logic_types.png
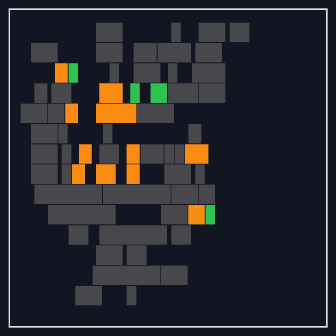
clk_routes.png
Scale bar: 10 microns.
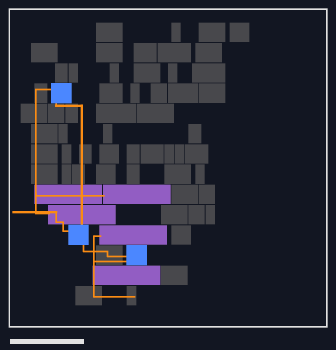
placement_by_type.png
Scale bar: 10 microns.
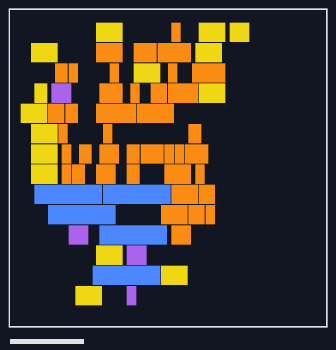
placement.png
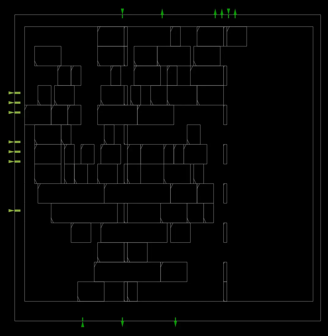
$ cat src/rtl/counter_updown_mod_pkg.sv
// -----------------------------------------------------------------------------
// counter_updown_mod_pkg
// Shared constants and helpers for the up/down counter and its prescaler.
//   clog2     : ceiling log2 for sizing registers from parameters
//   MODE_*    : values of the SATURATE parameter
//   DIR_*     : values of the up_dn input
// -----------------------------------------------------------------------------
package counter_updown_mod_pkg;

    localparam int MODE_WRAP = 0;
    localparam int MODE_SAT  = 1;

    localparam logic DIR_UP = 1'b1;
    localparam logic DIR_DN = 1'b0;

    // Ceiling log2; returns 0 for n <= 1.
    function automatic int clog2(input int n);
        int r;
        int v;
        r = 0;
        v = n - 1;
        while (v > 0) begin
            r = r + 1;
            v = v >> 1;
        end
        return r;
    endfunction

endpackage

$ cat src/rtl/counter_updown_mod_prescaler.sv
// -----------------------------------------------------------------------------
// counter_prescaler
// Divides enabled cycles by PRESCALE and emits a one-cycle step strobe.
// Ports:
//   clk      : rising-edge clock
//   rst      : asynchronous active-low reset
//   en       : advance enable; en=0 freezes the prescale state
//   sync_clr : synchronous return to state 0 (no strobe while asserted)
//   tick     : step strobe, high when en=1 in the last prescale state
// -----------------------------------------------------------------------------
module counter_prescaler
    import counter_updown_mod_pkg::*;
#(
    parameter int PRESCALE = 1
) (
    input  logic clk,
    input  logic rst,
    input  logic en,
    input  logic sync_clr,
    output logic tick
);

    // At least one bit so PRESCALE=1 still has a legal register.
    localparam int PW = (clog2(PRESCALE) < 1) ? 1 : clog2(PRESCALE);
    localparam logic [PW-1:0] LAST = PW'(PRESCALE - 1);

    logic [PW-1:0] pre_q;
    logic [PW-1:0] pre_d;
    logic          at_last;

    assign at_last = (pre_q == LAST);
    assign tick    = en & ~sync_clr & at_last;

    always_comb begin
        pre_d = pre_q;
        if (sync_clr) begin
            pre_d = '0;
        end else if (en) begin
            pre_d = at_last ? '0 : pre_q + PW'(1);
        end
    end

    always_ff @(posedge clk or negedge rst) begin
        if (!rst) begin
            pre_q <= '0;
        end else begin
            pre_q <= pre_d;
        end
    end

endmodule

$ cat src/rtl/counter_updown_mod.sv
// -----------------------------------------------------------------------------
// counter_updown_mod
// WIDTH-bit up/down counter, modulo MAX+1, with wrap or saturate at the
// boundaries, synchronous clear/load, clock-enable prescaler, terminal-count
// flag and a registered boundary-step pulse.
// Ports:
//   clk      : rising-edge clock
//   rst      : asynchronous active-low reset
//   en       : count enable, also gates the prescaler
//   up_dn    : 1 = count up, 0 = count down
//   clr      : synchronous clear (highest priority)
//   load     : synchronous load of load_val, clamped to MAX
//   load_val : value to load
//   count    : registered count
//   tc       : count sits at the boundary for the current direction
//   ovf      : one-cycle pulse after a step taken from a boundary
// -----------------------------------------------------------------------------
module counter_updown_mod
    import counter_updown_mod_pkg::*;
#(
    parameter int WIDTH    = 4,
    parameter int MAX      = 2**WIDTH - 1,
    parameter int SATURATE = MODE_WRAP,
    parameter int PRESCALE = 1
) (
    input  logic             clk,
    input  logic             rst,
    input  logic             en,
    input  logic             up_dn,
    input  logic             clr,
    input  logic             load,
    input  logic [WIDTH-1:0] load_val,
    output logic [WIDTH-1:0] count,
    output logic             tc,
    output logic             ovf
);

    // One extra bit so MAX = 2**WIDTH-1 and the load comparison never alias.
    localparam logic [WIDTH:0] MAX_X = (WIDTH+1)'(MAX);

    logic [WIDTH-1:0] count_q;
    logic [WIDTH-1:0] count_d;
    logic             ovf_q;
    logic             ovf_d;
    logic             step;
    logic [WIDTH:0]   cnt_x;
    logic [WIDTH:0]   ld_x;
    logic [WIDTH-1:0] load_clamped;
    logic             at_max;
    logic             at_zero;

    counter_prescaler #(
        .PRESCALE (PRESCALE)
    ) u_prescaler (
        .clk      (clk),
        .rst      (rst),
        .en       (en),
        .sync_clr (clr | load),
        .tick     (step)
    );

    assign cnt_x        = {1'b0, count_q};
    assign ld_x         = {1'b0, load_val};
    assign at_max       = (cnt_x == MAX_X);
    assign at_zero      = (cnt_x == '0);
    assign load_clamped = (ld_x > MAX_X) ? WIDTH'(MAX_X) : load_val;

    always_comb begin
        count_d = count_q;
        ovf_d   = 1'b0;
        if (clr) begin
            count_d = '0;
        end else if (load) begin
            count_d = load_clamped;
        end else if (step) begin
            if (up_dn == DIR_UP) begin
                if (at_max) begin
                    count_d = (SATURATE == MODE_SAT) ? count_q : '0;
                    ovf_d   = 1'b1;
                end else begin
                    count_d = WIDTH'(cnt_x + (WIDTH+1)'(1));
                end
            end else begin
                if (at_zero) begin
                    count_d = (SATURATE == MODE_SAT) ? count_q : WIDTH'(MAX_X);
                    ovf_d   = 1'b1;
                end else begin
                    count_d = WIDTH'(cnt_x - (WIDTH+1)'(1));
                end
            end
        end
    end

    always_ff @(posedge clk or negedge rst) begin
        if (!rst) begin
            count_q <= '0;
            ovf_q   <= 1'b0;
        end else begin
            count_q <= count_d;
            ovf_q   <= ovf_d;
        end
    end

    assign count = count_q;
    assign ovf   = ovf_q;
    // Not qualified by en or the prescaler: purely a view of the current count.
    assign tc    = ((up_dn == DIR_UP) & at_max) | ((up_dn == DIR_DN) & at_zero);

endmodule

$ cat config.mk
export PLATFORM = sky130hd
export DESIGN_NAME = counter_updown_mod
export DESIGN_NICKNAME = d
export VERILOG_FILES = /design/src/rtl/counter_updown_mod_pkg.sv /design/src/rtl/counter_updown_mod_prescaler.sv /design/src/rtl/counter_updown_mod.sv
export SDC_FILE = /design/constraint.sdc
export NUM_CORES = 1
export LEC_CHECK = 0
export CORE_UTILIZATION = 25
export DETAILED_ROUTE_END_ITERATION = 8
export GPL_TIMING_DRIVEN = 0
export MAX_ROUTING_LAYER = met4
export PLACE_DENSITY_LB_ADDON = 0.25
export SLEW_MARGIN = 20
export SYNTH_ARGS = -nofsm -noshare
export SYNTH_HDL_FRONTEND = slang
export SYNTH_SLANG_ARGS = --single-unit
$ cat constraint.sdc
create_clock -name clk -period 5.3 [get_ports clk]
set_clock_uncertainty 0.1 [all_clocks]
set_input_delay 0.53 -clock clk [delete_from_list [all_inputs] [get_ports clk]]
set_output_delay 0.53 -clock clk [all_outputs]
set_load 0.1 [all_outputs]
==> impl_results.html <==
<p>Metrics extracted from the flow reports.</p>
<table>
<tr><th>Metric</th><th>Value</th></tr>
<tr><th colspan="2">Timing</th></tr>
<tr><td>FMAX</td><td>300.5 MHz</td></tr>
<tr><td>Relative slew margins</td><td>35.18%</td></tr>
<tr><td>Total count of max-transition violations in the final report</td><td>0</td></tr>
<tr><td>Worst hold slack across all endpoints</td><td>0.4026 ns</td></tr>
<tr><td>Smallest setup slack after layout</td><td>1.972 ns</td></tr>
<tr><td>Total count of hold-check failures in the final report</td><td>0</td></tr>
<tr><td>Tightest Pin Transition</td><td>0.9693 ns</td></tr>
<tr><th colspan="2">Worst setup path</th></tr>
<tr><td>Arrival time at the worst endpoint</td><td>2.70 ns</td></tr>
<tr><td>Worst r2r dst</td><td>count[0]</td></tr>
<tr><td>Critical path buffer and inverter count</td><td>2</td></tr>
<tr><td>Worst Setup Start Kind</td><td>register</td></tr>
<tr><td>Category of the most critical setup path</td><td>reg -&gt; out</td></tr>
<tr><td>Critical Path End Type</td><td>output pin</td></tr>
<tr><td>Logic depth of the worst path, buffers included</td><td>5</td></tr>
<tr><td>End of the critical path</td><td>tc</td></tr>
<tr><td>Cell Chain, Critical Path</td><td>inv_1 &gt; ha_1 &gt; or4b_4 &gt; nand2_1 &gt; clkdlybuf4s50_1</td></tr>
<tr><td>Launch point of the critical path</td><td>count[0]</td></tr>
<tr><td>Flop2flop setup slack</td><td>between 3 and 4 ns</td></tr>
<tr><th colspan="2">Layout</th></tr>
<tr><td>Area of all placed cells without fillers</td><td>585.6 sq um</td></tr>
<tr><td>Layout area overhead</td><td>43.12%</td></tr>
<tr><td>Antenna diode count</td><td>0</td></tr>
<tr><td>Register cell area after layout</td><td>approximately 130 sq um</td></tr>
<tr><td>Max FFs per register</td><td>4</td></tr>
<tr><td>Top logic cell by instance count in the layout</td><td>sky130_fd_sc_hd__clkdlybuf4s50_1</td></tr>
<tr><td>Bufs w/o clock</td><td>15</td></tr>
<tr><td>Largest area class, layout</td><td>combinational gates</td></tr>
<tr><td>Final layout net count</td><td>77</td></tr>
<tr><td>Non-clock buffers, area share</td><td>24.36%</td></tr>
<tr><td>Inverters</td><td>7</td></tr>
<tr><td>Fraction of area in multi-input gates</td><td>41.88%</td></tr>
<tr><td>Count of multi-input gates</td><td>33</td></tr>
<tr><td>Most frequent logic cells in the routed design</td><td>sky130_fd_sc_hd__clkdlybuf4s50_1, sky130_fd_sc_hd__inv_1, sky130_fd_sc_hd__a21oi_1, sky130_fd_sc_hd__dfrtp_1</td></tr>
<tr><th colspan="2">Drt</th></tr>
<tr><td>Residual antenna-violating net count after detailed routing</td><td>0</td></tr>
<tr><td>Routed wire length</td><td>880 microns</td></tr>
<tr><td>Top Metal Used</td><td>met4</td></tr>
<tr><td>Average via count per standard cell</td><td>4.775</td></tr>
<tr><td>Met2 wire length</td><td>between 400 and 500 microns</td></tr>
<tr><td>Via count</td><td>382</td></tr>
<tr><td>First-pass detailed-route iteration total</td><td>3</td></tr>
<tr><td>Drt initial violations</td><td>4</td></tr>
<tr><td>Met1 WL</td><td>424 microns</td></tr>
<tr><td>Routed wl met3</td><td>21 microns</td></tr>
<tr><th colspan="2">Synthesis</th></tr>
<tr><td>Number of instances in the synthesized netlist</td><td>47</td></tr>
<tr><td>Post-synth top flop</td><td>sky130_fd_sc_hd__dfrtp_1</td></tr>
<tr><td>Area leader, netlist</td><td>sky130_fd_sc_hd__dfrtp_1</td></tr>
<tr><td>MUX share of area</td><td>4.893%</td></tr>
<tr><td>Adder and majority cell fraction of the synthesized area</td><td>6.116%</td></tr>
<tr><td>Floorplan Nets</td><td>about 60</td></tr>
<tr><td>Flip-flops with a built-in enable</td><td>0</td></tr>
<tr><th colspan="2">Flow run</th></tr>
<tr><td>Number of logged tool warnings</td><td>27</td></tr>
<tr><td>Number of violations of the max-capacitance limit</td><td>0</td></tr>
<tr><th colspan="2">Die</th></tr>
<tr><td>Core outline area</td><td>1524 sq um</td></tr>
<tr><td>Die width</td><td>42.46 microns</td></tr>
<tr><th colspan="2">CTS</th></tr>
<tr><td>Number of H-tree levels</td><td>1</td></tr>
<tr><td>Clock Pin Slew Worst Setup and Hold Paths</td><td>0.05 ns</td></tr>
<tr><td>Cell chosen for the clock root</td><td>sky130_fd_sc_hd__clkbuf_4</td></tr>
<tr><th colspan="2">Global routing</th></tr>
<tr><td>Met2 track demand over resource</td><td>between 10% and 20%</td></tr>
<tr><td>Number of antenna violations at the first check in global routing</td><td>0</td></tr>
<tr><td>GRT busiest layer</td><td>met2</td></tr>
<tr><td>Wire length of the first global-routing pass</td><td>1.593 mm</td></tr>
<tr><th colspan="2">Pwr</th></tr>
<tr><td>Power group with the largest share</td><td>combinational logic</td></tr>
<tr><td>Worst VDD drop</td><td>0.1620 mV</td></tr>
<tr><td>Logic gate share of total power</td><td>40.0%</td></tr>
<tr><th colspan="2">Placement</th></tr>
<tr><td>Minimum setup slack after placement</td><td>2.225 ns</td></tr>
<tr><td>Dpl hpwl</td><td>633.2 microns</td></tr>
<tr><td>RD Place Congestion</td><td>between 0.7 and 0.8</td></tr>
<tr><th colspan="2">Run status</th></tr>
<tr><td>Result of the run</td><td>complete, no violations</td></tr>
</table>
Back to the opening pictures, logic_types.png:
legend:
  green:
    family: NAND gates
    cells: 4
  orange:
    family: inverting AOI/OAI gates
    cells: 11

Back to the opening pictures, clk_routes.png:
legend:
  purple:
    item: flip-flops
    count: 5
  orange:
    item: clock wires
    length: 94.0 microns
  blue:
    item: clock drivers
    count: 3
routed clock nets: 4

Back to the opening pictures, placement_by_type.png:
legend:
  blue:
    class: flops
    cells: 5
    share_of_their_area: 22%
  yellow:
    class: other buffers and delay cells
    cells: 15
    share_of_their_area: 25%
  purple:
    class: clock drivers and dummy loads
    cells: 4
    share_of_their_area: 4.6%
  orange:
    class: combinational and other logic
    cells: 40
    share_of_their_area: 48%

Back to the opening pictures, placement.png:
Tapcells: 16
final cell count without fillers: 80
total number of sequential cells: 5
utilization of the core after routing: 38.42%
fraction of standard cell area that is sequential: 21.37%

No activity file was given, so power comes from the tool's default toggle rates.
